===== config.mk =====
export PLATFORM = sky130hd
export DESIGN_NAME = itch_message_dispatcher
export DESIGN_NICKNAME = d
export VERILOG_FILES = /design/src/rtl/itch_message_dispatcher.sv
export SDC_FILE = /design/constraint.sdc
export NUM_CORES = 1
export LEC_CHECK = 0
export CAP_MARGIN = 20
export CORE_MARGIN = 2
export CORE_UTILIZATION = 45
export CTS_BUF_LIST = sky130_fd_sc_hd__clkbuf_8
export DETAILED_ROUTE_END_ITERATION = 8
export PLACE_DENSITY = 0.7
export SLEW_MARGIN = 10
export SYNTH_ARGS = -nofsm -noshare
export SYNTH_HDL_FRONTEND = slang
export SYNTH_SLANG_ARGS = --single-unit
export TNS_END_PERCENT = 20

===== constraint.sdc =====
create_clock -name clk -period 9.8 [get_ports clk]
set_input_delay 2.45 -clock clk [delete_from_list [all_inputs] [get_ports clk]]
set_output_delay 2.45 -clock clk [all_outputs]
set_load 0.01 [all_outputs]

===== src/rtl/itch_message_dispatcher.sv =====
// ITCH front-end dispatcher: finds message-type bytes in the 64-bit stream and pulses the matching parser start.
// Optional msgCount output is compiled in when ITCH_DISPATCH_MSG_COUNT_EN is defined.
module itch_message_dispatcher #(
    parameter int unsigned LEN_T = 5,
    parameter int unsigned LEN_A = 37,
    parameter int unsigned LEN_D = 19,
    parameter int unsigned LEN_E = 31,
    parameter int unsigned LEN_C = 52
) (
    input  logic        clk,
    input  logic        rst,
    input  logic [63:0] dataIn,
    input  logic        dataInValid,
    output logic        dataInReady,
    output logic [63:0] dataOut,
    output logic        dataOutValid,
    output logic        dataOutReplay,
    output logic        startSeconds,
    output logic        startAddOrder,
    output logic        startDelete,
    output logic        startOrderExecuted,
    output logic        startOrderExecutedWithPrice,
    output logic [5:0]  trackerOut,
    output logic [7:0]  msgType,
    output logic        errUnknownType
`ifdef ITCH_DISPATCH_MSG_COUNT_EN
    ,
    output logic [31:0] msgCount
`endif
);

    localparam logic [7:0] TYPE_T = 8'h54;
    localparam logic [7:0] TYPE_A = 8'h41;
    localparam logic [7:0] TYPE_D = 8'h44;
    localparam logic [7:0] TYPE_E = 8'h45;
    localparam logic [7:0] TYPE_C = 8'h43;

    typedef enum logic [1:0] {
        ST_RUN    = 2'd0,
        ST_REPLAY = 2'd1,
        ST_ERROR  = 2'd2
    } state_e;

    // Returns {known, length} for a type byte.
    function automatic logic [7:0] len_lookup(input logic [7:0] t);
        logic [7:0] r;
        case (t)
            TYPE_T:  r = {1'b1, 7'(LEN_T)};
            TYPE_A:  r = {1'b1, 7'(LEN_A)};
            TYPE_D:  r = {1'b1, 7'(LEN_D)};
            TYPE_E:  r = {1'b1, 7'(LEN_E)};
            TYPE_C:  r = {1'b1, 7'(LEN_C)};
            default: r = 8'd0;
        endcase
        return r;
    endfunction

    state_e             state_q, state_d;
    logic signed [11:0] b_q, b_d;
    logic               pend_q, pend_d;
    logic [7:0]         pend_type_q, pend_type_d;
    logic [63:0]        hold_q, hold_d;
    logic [63:0]        data_out_q, data_out_d;
    logic               valid_q, valid_d;
    logic               replay_q, replay_d;
    logic               ready_q, ready_d;
    logic               start_sec_q, start_sec_d;
    logic               start_add_q, start_add_d;
    logic               start_del_q, start_del_d;
    logic               start_exe_q, start_exe_d;
    logic               start_exp_q, start_exp_d;
    logic [5:0]         tracker_q, tracker_d;
    logic [7:0]         msg_type_q, msg_type_d;
    logic               err_q, err_d;

    logic               proc_en;
    logic [63:0]        proc_word;
    logic               proc_replay;
    logic [2:0]         pos;
    logic [7:0]         cur_type;
    logic               cur_known;
    logic [6:0]         cur_len;
    logic signed [11:0] b_new;
    logic               fire;
    logic [7:0]         fire_type;
    logic [5:0]         fire_tracker;

    always_ff @(posedge clk) begin
        if (!rst) begin
            state_q     <= ST_RUN;
            b_q         <= '0;
            pend_q      <= 1'b0;
            pend_type_q <= '0;
            hold_q      <= '0;
            data_out_q  <= '0;
            valid_q     <= 1'b0;
            replay_q    <= 1'b0;
            ready_q     <= 1'b1;
            start_sec_q <= 1'b0;
            start_add_q <= 1'b0;
            start_del_q <= 1'b0;
            start_exe_q <= 1'b0;
            start_exp_q <= 1'b0;
            tracker_q   <= '0;
            msg_type_q  <= '0;
            err_q       <= 1'b0;
        end else begin
            state_q     <= state_d;
            b_q         <= b_d;
            pend_q      <= pend_d;
            pend_type_q <= pend_type_d;
            hold_q      <= hold_d;
            data_out_q  <= data_out_d;
            valid_q     <= valid_d;
            replay_q    <= replay_d;
            ready_q     <= ready_d;
            start_sec_q <= start_sec_d;
            start_add_q <= start_add_d;
            start_del_q <= start_del_d;
            start_exe_q <= start_exe_d;
            start_exp_q <= start_exp_d;
            tracker_q   <= tracker_d;
            msg_type_q  <= msg_type_d;
            err_q       <= err_d;
        end
    end

    always_comb begin
        state_d      = state_q;
        b_d          = b_q;
        pend_d       = pend_q;
        pend_type_d  = pend_type_q;
        hold_d       = hold_q;
        data_out_d   = data_out_q;
        valid_d      = 1'b0;
        replay_d     = 1'b0;
        tracker_d    = '0;
        msg_type_d   = '0;
        err_d        = err_q;
        fire         = 1'b0;
        fire_type    = '0;
        fire_tracker = '0;
        proc_en      = 1'b0;
        proc_word    = hold_q;
        proc_replay  = 1'b0;

        case (state_q)
            ST_RUN: begin
                proc_en   = dataInValid && ready_q;
                proc_word = dataIn;
            end
            ST_REPLAY: begin
                proc_en     = 1'b1;
                proc_replay = 1'b1;
            end
            default: ;
        endcase

        pos                  = b_q[2:0];
        cur_type             = proc_word[{pos, 3'b000} +: 8];
        {cur_known, cur_len} = len_lookup(cur_type);
        b_new                = $signed({9'd0, pos}) + $signed({5'd0, cur_len}) - 12'sd8;

        if (proc_en) begin
            valid_d    = 1'b1;
            replay_d   = proc_replay;
            data_out_d = proc_word;
            state_d    = ST_RUN;
            if (b_q > 12'sd7) begin
                // Word is entirely body; a start deferred from byte 7 fires here.
                b_d = b_q - 12'sd8;
                if (pend_q) begin
                    fire      = 1'b1;
                    fire_type = pend_type_q;
                    pend_d    = 1'b0;
                end
            end else if (!cur_known) begin
                err_d    = 1'b1;
                state_d  = ST_ERROR;
                valid_d  = 1'b0;
                replay_d = 1'b0;
                pend_d   = 1'b0;
            end else if (pend_q) begin
                // Collision: fire the deferred start now, replay the word for the new type byte.
                fire      = 1'b1;
                fire_type = pend_type_q;
                pend_d    = 1'b0;
                hold_d    = proc_word;
                state_d   = ST_REPLAY;
            end else if (pos == 3'd7) begin
                pend_d      = 1'b1;
                pend_type_d = cur_type;
                b_d         = b_new;
            end else begin
                fire         = 1'b1;
                fire_type    = cur_type;
                fire_tracker = {3'(pos + 3'd1), 3'b000};
                if (b_new < 12'sd0) begin
                    hold_d  = proc_word;
                    state_d = ST_REPLAY;
                    b_d     = b_new + 12'sd8;
                end else begin
                    b_d = b_new;
                end
            end
        end

        if (fire) begin
            tracker_d  = fire_tracker;
            msg_type_d = fire_type;
        end
        start_sec_d = fire && (fire_type == TYPE_T);
        start_add_d = fire && (fire_type == TYPE_A);
        start_del_d = fire && (fire_type == TYPE_D);
        start_exe_d = fire && (fire_type == TYPE_E);
        start_exp_d = fire && (fire_type == TYPE_C);
        ready_d     = (state_d != ST_REPLAY);
    end

`ifdef ITCH_DISPATCH_MSG_COUNT_EN
    logic [31:0] cnt_q, cnt_d;

    always_comb begin
        cnt_d = cnt_q + 32'(fire);
    end

    always_ff @(posedge clk) begin
        if (!rst) begin
            cnt_q <= '0;
        end else begin
            cnt_q <= cnt_d;
        end
    end

    assign msgCount = cnt_q;
`endif

    assign dataInReady                 = ready_q;
    assign dataOut                     = data_out_q;
    assign dataOutValid                = valid_q;
    assign dataOutReplay               = replay_q;
    assign startSeconds                = start_sec_q;
    assign startAddOrder               = start_add_q;
    assign startDelete                 = start_del_q;
    assign startOrderExecuted          = start_exe_q;
    assign startOrderExecutedWithPrice = start_exp_q;
    assign trackerOut                  = tracker_q;
    assign msgType                     = msg_type_q;
    assign errUnknownType              = err_q;

endmodule


Figure 1. Placement by cell class (run 1).
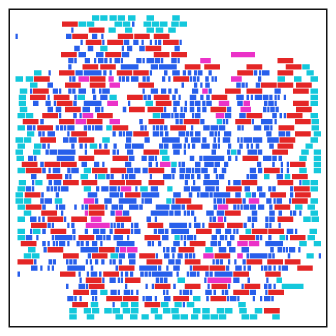
- red: flip-flops (cells 171; share of their area 34%)
- magenta: clock drivers and dummy loads (cells 32; share of their area 4.4%)
- cyan: other buffers and delay cells (cells 163; share of their area 16%)
- blue: all other logic (cells 710; share of their area 45%)
# rows: 50
core area: 18580 um^2
post-layout util: 55.48%
post-route cell area: 10310 um^2
fraction of area in registers: 33.21%

Figure 2. Routing congestion map (run 1).
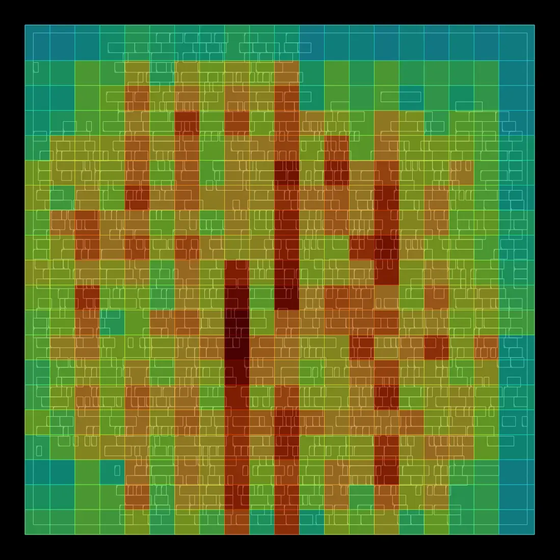
layer with the highest usage: met2
met1 Usage GRT: 32.49%
met2 usage: 37.72%

Figure 3. Routed metal, one color a layer (run 1).
Two of the layers only.
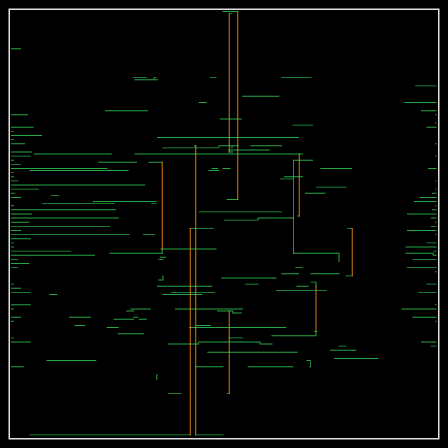
- orange: met4 (wire length 408 um)
- green: met3 (wire length 1500 um)
vias post-DR: 7554
GRT Overall Usage: 24.00%
final wirelength: 23.36 mm
drt wl/cell: 17.82 um

==> run notes, run 1 <==
fresh numbers from the pnr run: outcome finished, final reports clean, Syn Area/Cell 8.726 um^2, register area share after synthesis 40.57%, Yosys top cell area share between 40% and 50%, final std cells w/o fill between 1k and 1.5k, Post-synth EDFFs 0, Worst-Margin Slew 1027 ps, hold endpoint hold_q[35], Die ar. a little under 20000 um^2, Area growth, synth to finish 22.17%, first-pass GRT wire length 37.92 mm, slowest stage delay, CP a little under 700 ps, Comb area share a little over two fifths, top post-synthesis cells by count dfxtp_1, nand2_1, nor2_1, Top class by area logic gates, Setup Total Neg Slack 0 ps, fmax 149.4 MHz, number of gates on the worst path with buffers counted 13, top cells by area dfxtp_1, nand2_1, mux4_2, number of vias per cell slightly below 6, Worst setup EP type register, FF/Latch Area roughly 3400 um^2, WL met1 10.74 mm, Mux cell area share under 10%, CTS hold repair buffers 0, yosys warning tally 0, reg2reg setup slack ~4300 ps, H-tree depth 4, XOR Share, Synth less than 1%, CTS tree yes, Final Hold Viols 0, synthesized instance count just under 1k, largest net degree at the start of global routing 106, crit path cell chain clkdlybuf4s50_1 -> mux4_2 -> mux4_2 -> o21ai_0 -> a21oi_1 -> ha_1 -> fa_1 -> a21o_1 -> o31ai_2 -> and3_4 -> buf_4 -> nand3_1 -> o31ai_2, post-layout min period about 6700 ps, initial antenna violation count 1, Synth top cell by count dfxtp_1, Chip Width 140.9 um
## run 1: where the power goes
part	switching, W	leakage (nW)	total [W]	internal (W)
clock network	0.000269	0.210	0.000544	0.000275
registers	0.0000507	1.39	0.000829	0.000779
logic	0.000616	2.25	0.00103	0.000418
## run 1: stage by stage
| step | hold slack [ps] | setup slack (ps) | power [W] | instance area, um^2 | util (%) |
|---|---|---|---|---|---|
| after floorplan | 425.6 | 4129 | 0.001544 | 8446 | - |
| after global placement | 435.2 | 2717 | 0.001863 | 9841 | 52.96 |
| after detailed placement | 439.7 | 2619 | 0.001870 | 9841 | 52.96 |
| after CTS | 453.1 | 3124 | 0.002411 | 10280 | 55.32 |
| after global routing | 474.2 | 2798 | 0.002561 | 10310 | 55.48 |
| final | 448.5 | 3108 | 0.002407 | 10310 | 55.48 |
## run 1: sequential cells by signal, indices dropped and copies added, names as in the netlist
register                     count
dataOutValid                     1
pend_q                           1
hold_q                          64
startDelete                      1
b_q                             12
state_q                          2
startSeconds                     1
msgType                          8
dataInReady                      1
pend_type_q                      8
startOrderExecuted               1
startAddOrder                    1
startOrderExecutedWithPrice      1
dataOut                         64
trackerOut                       3
errUnknownType                   1
dataOutReplay                    1
## run 1: layout by cell type, fill, tap and decap left out, types with 4 or more instances in the layout
cell type        count
and2_1               7
a211oi_1            41
o21a_1              10
inv_1               17
nor4_1               4
mux4_2              19
mux2i_1             38
nor3_1              16
ha_1                 7
o21ai_1             31
o31ai_2              6
nand2b_1             6
o22ai_1              4
a311oi_1            30
buf_4               13
a31oi_1              6
o21ai_0             45
nand3_1             64
a2111oi_0            5
a21o_1               5
a22oi_1              6
clkinvlp_4           4
clkbuf_8            20
nor4b_1              7
nor2_1             103
a21oi_1             25
and3_1               4
dfxtp_1            171
nand2_1            131
clkdlybuf4s50_1    149
nand4_1              4
==> run 2: changes to the inputs <==
==> constraint.sdc (replaced) <==
create_clock -name clk -period 6.8 [get_ports clk]
set_input_delay 1.7 -clock clk [delete_from_list [all_inputs] [get_ports clk]]
set_output_delay 1.7 -clock clk [all_outputs]
set_load 0.01 [all_outputs]
Figure 4. Placement by cell class (run 2).
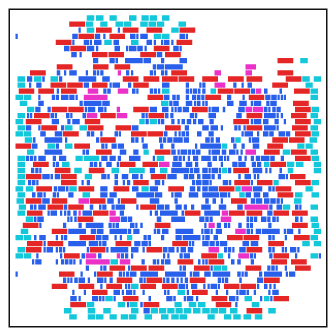
- blue: all other logic (cells 710; share of their area 45%)
- red: flip-flops (cells 171; share of their area 34%)
- magenta: clock drivers and dummy loads (cells 32; share of their area 4.2%)
- cyan: other buffers and delay cells (cells 166; share of their area 16%)
post-layout util: 55.50%
post-route cell area: 10310 um^2

Figure 5. Routed metal, one color a layer (run 2).
Two of the layers only.
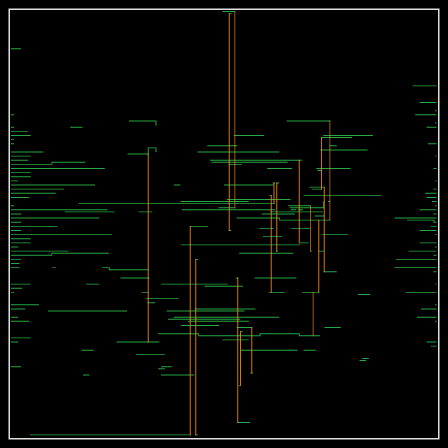
- orange: met4 (wire length 624 um)
- green: met3 (wire length 1630 um)
GRT Overall Usage: 24.00%
final wirelength: 23.32 mm
drt wl/cell: 17.76 um
vias post-DR: 7575

==> run 2 against run 1 <==
  * Core utilization about the same
  * Via count increased by 0.28%
  * Area after synthesis unchanged
  * Cell area about the same
  * Critical path depth unchanged
  * Setup slack got worse by 1800 ps
  * Combinational power increased by 45%
  * Worst hold slack improved by 3.8 ps
  * Synthesized cell count unchanged
  * Die size unchanged
==> run notes, run 2 <==
fresh numbers from the pnr run: Die ar. 19860 um^2 (unchanged), Post-synth EDFFs 0 (unchanged), reg2reg setup slack 1720 ps (was 4290 ps), Final Hold Viols 0 (unchanged), largest net degree at the start of global routing 84 (was 106), Synth top cell by count dfxtp_1 (unchanged), H-tree depth 4 (unchanged), WL met1 10.59 mm (was 10.74 mm), outcome finished, final reports clean (unchanged), DP Worst Slack 834.6 ps (was 2619 ps), top post-synthesis cells by count dfxtp_1, nand2_1, nor2_1 (unchanged), yosys warning tally 0 (unchanged), Worst setup EP type register (unchanged), switch share 39.08% (was 38.89%), post-layout min period approximately 5500 ps, Syn Area/Cell 8.726 um^2 (unchanged), fmax roughly 180 MHz, initial antenna violation count 0 (was 1), crit path cell chain clkdlybuf4s50_1 -> mux4_2 -> mux4_2 -> o21ai_0 -> a21oi_1 -> ha_1 -> fa_1 -> a21o_1 -> o31ai_2 -> and3_4 -> buf_4 -> nand3_1 -> o21ai_1 (was clkdlybuf4s50_1 -> mux4_2 -> mux4_2 -> o21ai_0 -> a21oi_1 -> ha_1 -> fa_1 -> a21o_1 -> o31ai_2 -> and3_4 -> buf_4 -> nand3_1 -> o31ai_2), sw power 0.001352 W (was 0.0009361 W), most frequent logic cell in the layout dfxtp_1 (unchanged), first-pass GRT wire length 38.12 mm (was 37.92 mm), CTS hold repair buffers 0 (unchanged), Clock Power Share 22.3% (was 22.6%), Int Power 0.002107 W (was 0.001471 W), most frequent cells in the layout dfxtp_1, clkdlybuf4s50_1, nand2_1, nor2_1, nand3_1 (unchanged), Yosys top cell area share 40.57% (unchanged), Area growth, synth to finish 22.21% (was 22.17%), Comb power frac 43.1% (was 42.9%), Reg power frac 34.6% (was 34.5%), post-route setup slack 1264 ps (was 3108 ps), number of vias per cell 5.769 (was 5.762), FF/Latch Area 3423 um^2 (unchanged), hold endpoint hold_q[54] (was hold_q[35]), top cells by area dfxtp_1, nand2_1, mux4_2 (unchanged), Setup Total Neg Slack 0 ps (unchanged), final std cells w/o fill 1313 (was 1311)
Figure 6. Pin map (run 2).
Pins as bars across the die edge, other pins in gray.
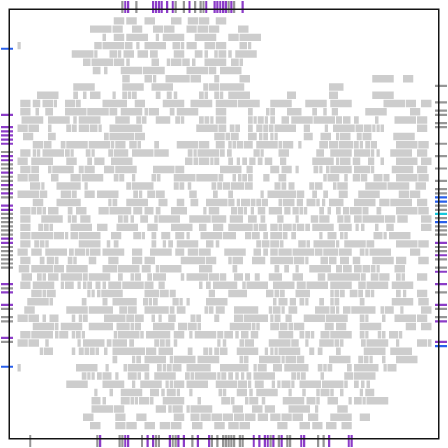
- cyan: dataInValid (pins 1; direction input; edge right)
- blue: trackerOut (pins 6; direction output; edge 4 right, 2 left)
- purple: dataOut (pins 64; direction output; edge 21 bottom, 19 left, 17 top, 7 right)
- all pins by edge: 46 bottom, 45 left, 37 right, 26 top
IO Port Bufs: 150
die extent in y: 140.9 um
Chip Width: 140.9 um

run 2: cell counts after synthesis:
Identical to the previous run, type by type.
run 2: stage by stage:
| stage | area, um^2 | hold WS [ps] |
|---|---|---|
| 2_1_floorplan | 8446 | 425.6 |
| 3_3_place_gp | 9896 | 434.9 |
| 3_5_place_dp | 9896 | 441.4 |
| 4_1_cts | 10310 | 453.9 |
| 5_1_grt | 10310 | 469.0 |
| 6_report | 10310 | 452.3 |
run 2: power groups by stage:
stage	clock [W]	combinational, W	sequential, W
4_1_cts	0.000780	0.00149	0.00120
2_1_floorplan	0	0.000980	0.00125
5_1_grt	0.000827	0.00164	0.00121
6_report	0.000771	0.00149	0.00120
3_5_place_dp	0	0.00148	0.00122
3_3_place_gp	0	0.00147	0.00122
run 2: logic make-up (layout without fill, tap and decap cells):
group	after synthesis	after routing	share of synthesized area (%)
simple gates	370	370	20.17
fa+ha+maj	8	8	1.275
flops	171	171	40.57
buf+inv	108	218	6.747
compound gates	248	248	20.83
mux	58	58	9.890
other cells	1	3	0.04444
xor+xnor	3	3	0.4745
run 2: cell type report:
class | instances | area share (%)
Sequential cell | 171 | 33.20
Clock buffer | 18 | 2.402
Multi-Input combinational cell | 690 | 43.25
Timing Repair Buffer | 166 | 15.94
Inverter | 20 | 0.7280
Clock inverter | 14 | 1.638
Tap cell | 234 | 2.839
run 2: metal layers:
layer	vias to the layer above	global-route usage, %
met4	0	8.789
met5	-	0
met2	262	37.38
met3	41	5.503
li1	3704	-
met1	3568	32.75
run 2: worst min-delay path, delay by kind of cell (launching register included):
kind             cells  cell delay, ps
flip-flops           1             320
AND/OR/NAND/NOR      1              50
AND-OR/OR-AND        1              50
==> run 3: changes to the inputs <==
==> constraint.sdc (replaced) <==
create_clock -name clk -period 5.57 [get_ports clk]
set_input_delay 1.3925 -clock clk [delete_from_list [all_inputs] [get_ports clk]]
set_output_delay 1.3925 -clock clk [all_outputs]
set_load 0.01 [all_outputs]
Figure 7. Clock distribution (run 3).
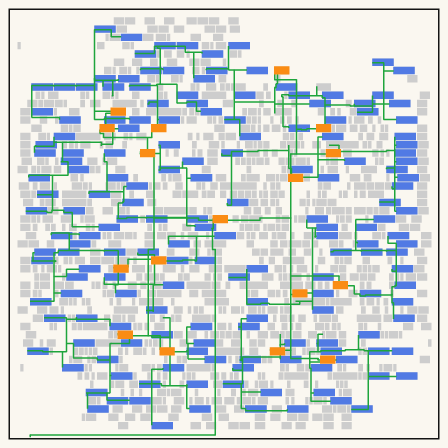
- orange: cells driving clock nets (count 17)
- blue: flip-flops (count 171)
- green: clock wires (length 2080 um)
- routed clock nets: 18
- flops lie: widely spread
Clock Power Share: 20.3%
Worst-Skew Late Latency: 460 ps
Post-Route Skew: 12.91 ps
Clock Power: 0.000840 W

Figure 8. Routed metal, one color a layer (run 3).
Two of the layers only.
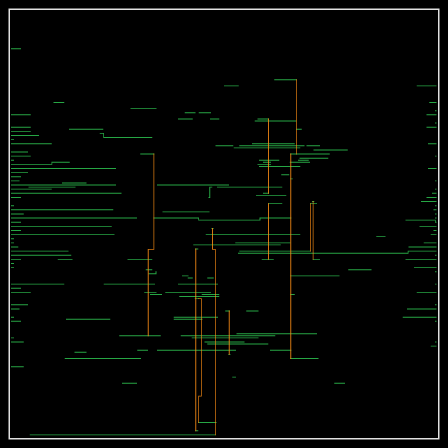
- green: met3 (wire length 1550 um)
- orange: met4 (wire length 417 um)
final wirelength: 23.21 mm
drt wl/cell: 17.55 um
vias post-DR: 7584
GRT Overall Usage: 23.63%

==> run 3 against run 2 <==
  * Synthesized cell count stayed put
  * Setup slack worse by 570 ps
  * Largest power group unchanged
  * Register-to-register slack worse by 720 ps
  * Clock skew is 4.9 ps lower
  * Via count is 0.12% higher
  * Sequential cell count stayed put
  * Final cell count is 0.69% higher
  * First-iteration DRC count is 27% lower
  * Sequential share of layout area is 0.12 points lower
  * Combinational power is 22% higher
==> run notes, run 3 <==
fresh numbers from the pnr run: outcome finished, final reports clean (unchanged), largest net degree at the start of global routing 106 (was 84), Worst-Margin Slew 1069 ps (was 1029 ps), synthesized instance count 967 (unchanged), top post-synthesis cells by count dfxtp_1, nand2_1, nor2_1 (unchanged), Placed Area 9991 um^2 (was 9896 um^2), crit path cell chain clkdlybuf4s50_1 -> mux4_1 -> mux4_2 -> o21ai_0 -> a21oi_1 -> ha_1 -> fa_1 -> a21o_1 -> o31ai_2 -> and3_4 -> buf_12 -> nand3_1 -> o31ai_2 (was clkdlybuf4s50_1 -> mux4_2 -> mux4_2 -> o21ai_0 -> a21oi_1 -> ha_1 -> fa_1 -> a21o_1 -> o31ai_2 -> and3_4 -> buf_4 -> nand3_1 -> o21ai_1), Die ar. 19860 um^2 (unchanged), # rows 50 (unchanged), Syn Area/Cell 8.726 um^2 (unchanged), Final Hold Viols 0 (unchanged), sw power 0.001614 W (was 0.001352 W), post-layout min period between 4000 and 5000 ps, Yosys top cell area share 40.57% (unchanged), fmax 205.2 MHz, yosys warning tally 0 (unchanged), first-pass GRT wire length 37.50 mm (was 38.12 mm), top cells by area dfxtp_1, nand2_1, mux4_2 (unchanged), main logic family after synthesis AND-OR/OR-AND gates (unchanged), most frequent logic cell in the layout dfxtp_1 (unchanged), reg2reg setup slack 1000 ps (was 1720 ps), final std cells w/o fill 1322 (was 1313), final hold slack 449.8 ps (was 452.3 ps)
Figure 9. Placement by cell class (run 3).
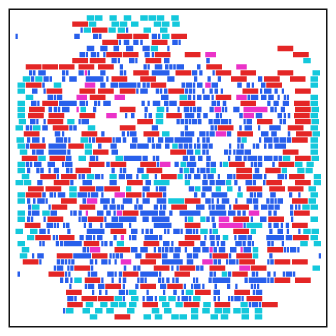
- red: flip-flops (cells 171; share of their area 34%)
- magenta: clock drivers and dummy loads (cells 29; share of their area 3.5%)
- blue: all other logic (cells 710; share of their area 45%)
- cyan: other buffers and delay cells (cells 177; share of their area 17%)
fraction of area in registers: 33.08%
post-layout util: 55.70%

==> run 3: netlist changes by cell type in the layout (fill, tap and decap cells not counted) <==
cell | before | now
buf_12 | 2 | 3
clkinv_4 | 2 | 0
buf_4 | 15 | 25
diode_2 | 0 | 1
clkinv_2 | 3 | 2
inv_6 | 4 | 1
bufinv_16 | 3 | 2
inv_1 | 18 | 21
clkinvlp_4 | 1 | 2
==> run 3: power by group through the flow <==
stage          Clock, W  Combinational [W]  Sequential, W
6_report       0.000840            0.00182        0.00147
5_1_grt        0.000899            0.00201        0.00149
4_1_cts        0.000853            0.00182        0.00147
3_5_place_dp          0            0.00181        0.00150
3_3_place_gp          0            0.00179        0.00150
2_1_floorplan         0            0.00120        0.00152
==> run 3: layer usage <==
| layer | up-vias | share of wire (%) | GRT usage [%] |
|---|---|---|---|
| li1 | 3718 | - | - |
| met1 | 3582 | 45 | 32.40 |
| met2 | 254 | 46 | 36.92 |
| met3 | 30 | 6.7 | 5.740 |
| met4 | 0 | 1.8 | 7.579 |
| met5 | - | 0 | 0 |
==> run 3: worst max path at each step <==
| stage | from | end | slack, ps |
|---|---|---|---|
| 2_1_floorplan | dataIn[34] | b_q[11] | 960 |
| 3_3_place_gp | dataIn[34] | b_q[7] | 320 |
| 3_5_place_dp | dataIn[18] | b_q[7] | 280 |
| 4_1_cts | dataIn[18] | hold_q[2] | 710 |
| 5_1_grt | dataIn[38] | b_q[11] | 470 |
| 6_report | dataIn[34] | hold_q[2] | 700 |
==> run 3: cell type report <==
cell class | count | area share [%]
antenna | 1 | 0.02418
clock buffer | 18 | 2.394
clock inverter | 11 | 1.052
inverter | 20 | 0.7253
multi-input combinational | 690 | 43.10
sequential | 171 | 33.08
tap | 234 | 2.829
timing repair buffer | 177 | 16.80
Power is estimated from default activity; no workload was simulated.
